### src/rtl/uart_rx_fifo.sv
// ---------------------------------------------------------------------------
// uart_rx_fifo
// UART receiver (8 data bits, LSB first, 1 stop bit) with a small receive
// FIFO and valid/ready handshake on the read side.
//
// Optional feature macro: UART_RX_PARITY_EN
//   defined   -> 8E1, one even-parity bit after the data bits
//   undefined -> 8N1, parity_err tied low
//
// Ports
//   clk        system clock; all state changes on its rising edge
//   reset_n    asynchronous active-low reset
//   rx         serial line, idle high, asynchronous to clk
//   data       byte at the FIFO head
//   valid      FIFO not empty; data is meaningful
//   ready      consumer takes the head byte when valid && ready
//   frame_err  one-cycle pulse: stop bit sampled low
//   parity_err one-cycle pulse: parity mismatch
//   overrun    one-cycle pulse: received byte dropped because FIFO full
// ---------------------------------------------------------------------------
module uart_rx_fifo #(
    parameter int CLK_FREQ = 100000000,
    parameter int BAUD     = 115200,
    parameter int DEPTH    = 4
) (
    input  logic       clk,
    input  logic       reset_n,
    input  logic       rx,
    output logic [7:0] data,
    output logic       valid,
    input  logic       ready,
    output logic       frame_err,
    output logic       parity_err,
    output logic       overrun
);

    localparam int DIV   = CLK_FREQ / (BAUD * 16);
    localparam int DIV_W = (DIV > 1) ? $clog2(DIV) : 1;
    localparam int AW    = $clog2(DEPTH);
    localparam int CW    = AW + 1;

    typedef enum logic [2:0] {
        IDLE   = 3'd0,
        START  = 3'd1,
        DATA   = 3'd2,
        PARITY = 3'd3,
        STOP   = 3'd4
    } state_t;

    state_t           state;
    logic             rx_meta;
    logic             rx_sync;
    logic             rx_prev;
    logic [DIV_W-1:0] div_cnt;
    logic [3:0]       os_cnt;
    logic [2:0]       bit_cnt;
    logic [7:0]       shift;
    logic             par_bad;

    logic             tick;
    logic             sample;
    logic             fall;
    logic             push;
    logic             pop;
    logic             full;
    logic             push_ok;

    logic [7:0]       mem [DEPTH];
    logic [AW-1:0]    wr_ptr;
    logic [AW-1:0]    rd_ptr;
    logic [CW-1:0]    count;

    // Synchronizer is preset to the idle level so reset never looks like a
    // start edge; rx_prev gives the edge detector its previous value.
    always_ff @(posedge clk or negedge reset_n) begin
        if (!reset_n) begin
            rx_meta <= 1'b1;
            rx_sync <= 1'b1;
            rx_prev <= 1'b1;
        end else begin
            rx_meta <= rx;
            rx_sync <= rx_meta;
            rx_prev <= rx_sync;
        end
    end

    assign fall = rx_prev && !rx_sync;
    assign tick = (div_cnt == DIV_W'(DIV - 1));

    // Start bit is checked mid-bit (8th tick); every later bit is sampled
    // 16 ticks after the previous sample, i.e. also mid-bit.
    always_comb begin
        sample = 1'b0;
        if (tick) begin
            if (state == START) sample = (os_cnt == 4'd7);
            else                sample = (os_cnt == 4'd15);
        end
    end

    // A byte is pushed only on a good stop bit with no parity error.
    assign push = (state == STOP) && sample && rx_sync && !par_bad;

    always_ff @(posedge clk or negedge reset_n) begin
        if (!reset_n) begin
            state     <= IDLE;
            div_cnt   <= '0;
            os_cnt    <= 4'd0;
            bit_cnt   <= 3'd0;
            shift     <= 8'h00;
            par_bad   <= 1'b0;
            frame_err <= 1'b0;
`ifdef UART_RX_PARITY_EN
            parity_err <= 1'b0;
`endif
        end else begin
            frame_err <= 1'b0;
`ifdef UART_RX_PARITY_EN
            parity_err <= 1'b0;
`endif
            if (state == IDLE) begin
                // Holding the divider at zero here is what clears it on
                // entry to START.
                div_cnt <= '0;
                os_cnt  <= 4'd0;
                bit_cnt <= 3'd0;
                par_bad <= 1'b0;
                if (fall) state <= START;
            end else begin
                div_cnt <= tick ? '0 : div_cnt + 1'b1;
                if (tick) begin
                    os_cnt <= sample ? 4'd0 : os_cnt + 4'd1;
                end
                if (sample) begin
                    case (state)
                        START: begin
                            bit_cnt <= 3'd0;
                            state   <= rx_sync ? IDLE : DATA;
                        end
                        DATA: begin
                            shift   <= {rx_sync, shift[7:1]};
                            bit_cnt <= bit_cnt + 3'd1;
                            if (bit_cnt == 3'd7) begin
`ifdef UART_RX_PARITY_EN
                                state <= PARITY;
`else
                                state <= STOP;
`endif
                            end
                        end
`ifdef UART_RX_PARITY_EN
                        PARITY: begin
                            // Even parity: data ones plus parity bit must be even.
                            par_bad <= (^shift) ^ rx_sync;
                            state   <= STOP;
                        end
`endif
                        STOP: begin
`ifdef UART_RX_PARITY_EN
                            parity_err <= par_bad;
`endif
                            frame_err <= !par_bad && !rx_sync;
                            state     <= IDLE;
                        end
                        default: state <= IDLE;
                    endcase
                end
            end
        end
    end

`ifndef UART_RX_PARITY_EN
    assign parity_err = 1'b0;
`endif

    assign valid   = (count != '0);
    assign data    = mem[rd_ptr];
    assign pop     = valid && ready;
    assign full    = (count == CW'(DEPTH));
    // A pop in the same cycle frees a slot, so a push into a full FIFO is
    // still accepted then.
    assign push_ok = push && (!full || pop);

    always_ff @(posedge clk or negedge reset_n) begin
        if (!reset_n) begin
            for (int i = 0; i < DEPTH; i++) mem[i] <= 8'h00;
            wr_ptr  <= '0;
            rd_ptr  <= '0;
            count   <= '0;
            overrun <= 1'b0;
        end else begin
            if (push_ok) begin
                mem[wr_ptr] <= shift;
                wr_ptr      <= wr_ptr + 1'b1;
            end
            if (pop) rd_ptr <= rd_ptr + 1'b1;
            count   <= count + CW'(push_ok) - CW'(pop);
            overrun <= push && full && !pop;
        end
    end

endmodule

### config.mk
export PLATFORM = sky130hd
export DESIGN_NAME = uart_rx_fifo
export DESIGN_NICKNAME = d
export VERILOG_FILES = /design/src/rtl/uart_rx_fifo.sv
export SDC_FILE = /design/constraint.sdc
export NUM_CORES = 1
export LEC_CHECK = 0
export CAP_MARGIN = 10
export CORE_MARGIN = 5
export CORE_UTILIZATION = 25
export DETAILED_ROUTE_END_ITERATION = 6
export GPL_TIMING_DRIVEN = 0
export PLACE_DENSITY = 0.4
export SYNTH_ARGS = -nofsm -noshare
export SYNTH_HDL_FRONTEND = slang
export SYNTH_SLANG_ARGS = --single-unit
### constraint.sdc
create_clock -name clk -period 2.32 [get_ports clk]
set_clock_uncertainty 0.05 [all_clocks]
set_input_delay 0.348 -clock clk [delete_from_list [all_inputs] [get_ports clk]]
set_output_delay 0.348 -clock clk [all_outputs]
set_load 0.005 [all_outputs]
Figure 1. Port wiring.
Scale: 2 px per um.
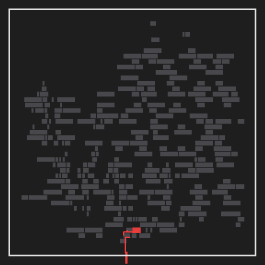
red -> valid  # direction output, end cells 1, buffers 1, wire 20.4 um
total of buffers placed on input and output ports: 14
I/O Pins: 16

Figure 2. Cell placement.
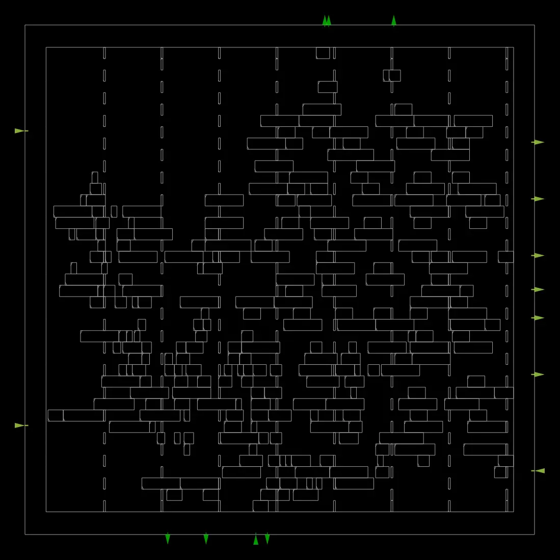
sequential cell count of the final layout: 68
Final Core Density: 32.11%

==> results.sh <==
# source this file to load flow results
export IMPL_outcome="finished, final reports clean"
export IMPL_finish_net_count=280
export IMPL_vias=1868
export IMPL_final_area_sq_mm=0.004019
export IMPL_layout_area_overhead_vs_synth_pct=27.41
export IMPL_top_cell_type_s_share_of_synthesized_area_pct=51.57
export IMPL_leading_registers_by_flop_count="mem: 32 flops, shift: 8 flops, div_cnt: 6 flops"
export IMPL_yosysCellCount=226
export IMPL_area_dominant_class="sequential cells"
export IMPL_number_of_flip_flops_under_the_largest_register_name=32
export IMPL_ys_dominant_reg_cell="dfrtp_1"
export IMPL_synthesis_instances=226
export IMPL_core_area_sq_mm=0.01252
export IMPL_clock_area_share_pct=8.064
export IMPL_timing_critical_path_cells="or3_4, and2_4, ha_1, inv_1, ha_2, fa_2, xnor2_2, xnor2_1"
export IMPL_layout_min_cycle_time_ns=2.250
export IMPL_crit_family="adder cells"
export IMPL_maxCapViolCount=0
export IMPL_synthDistinctLibCells=46
export IMPL_die_y_um=122.3
export IMPL_enable_flop_cells=0
export IMPL_diodes=0
export IMPL_required_time_of_the_worst_setup_path_ns=2.49
export IMPL_post_drt_wl_per_cell_um=13.89
export IMPL_drt_initial_drc_count=101
export IMPL_holdWs_ns=0.3041
export IMPL_worst_flop_to_flop_path_endpoint="count[2]$_DFF_PN0_"
export IMPL_syn_area_per_cell_sq_um=13.96
-- power by group --
part / internal, W / switching (W) / total [W]
Combinational: 0.000333 / 0.000225 / 0.000558
Sequential: 0.00129 / 0.000160 / 0.00145
Clock: 0.000948 / 0.000545 / 0.00149
Total: 0.00257 / 0.000929 / 0.00350
-- metal layers --
layer	wire length [um]	GRT usage, %	part of all wire, %	vias to the layer above
met2	3050	14.15	50	24
met3	240	3.825	3.9	7
li1	-	-	-	881
met4	72	3.149	1.2	0
met1	2761	11.34	45	956
met5	0	0	0	-
-- cell families after synthesis --
family / share of synthesized area [%]
AOI/OAI and AO/OA: 3.134
xor gates and xnor gates: 3.054
adders and majority gates: 4.998
buffers and inverters: 2.578
DFF: 54.07
muxes: 21.02
other: 0.1189
and+or+nand+nor: 11.03
-- cell usage after synthesis, drive strengths merged, types with 3 or more instances --
| cell type | count |
|---|---|
| clkbuf | 3 |
| nor2 | 12 |
| a21oi | 3 |
| mux4 | 8 |
| nand4 | 5 |
| xnor2 | 6 |
| buf | 5 |
| dfstp | 3 |
| nor3 | 3 |
| dfrtp | 65 |
| nand2 | 8 |
| xor2 | 5 |
| mux2 | 42 |
| o21ai | 3 |
| ha | 11 |
| nand3 | 7 |
| inv | 10 |
-- worst max-delay path by stage --
stage	start	endpoint	slack, ns	cells after the start
2_1_floorplan	div_cnt[0]$_DFF_PN0_	count[2]$_DFF_PN0_	0.007	11
3_3_place_gp	reset_n	div_cnt[2]$_DFF_PN0_	-1.66	1
3_5_place_dp	ready	count[2]$_DFF_PN0_	-0.24	7
4_1_cts	rd_ptr[0]$_DFFE_PN0N_	data[5]	0.007	2
5_1_grt	count[0]$_DFF_PN0_	count[2]$_DFF_PN0_	-0.01	8
6_report	count[0]$_DFF_PN0_	count[2]$_DFF_PN0_	0.07	8
Power is estimated from default activity; no workload was simulated.
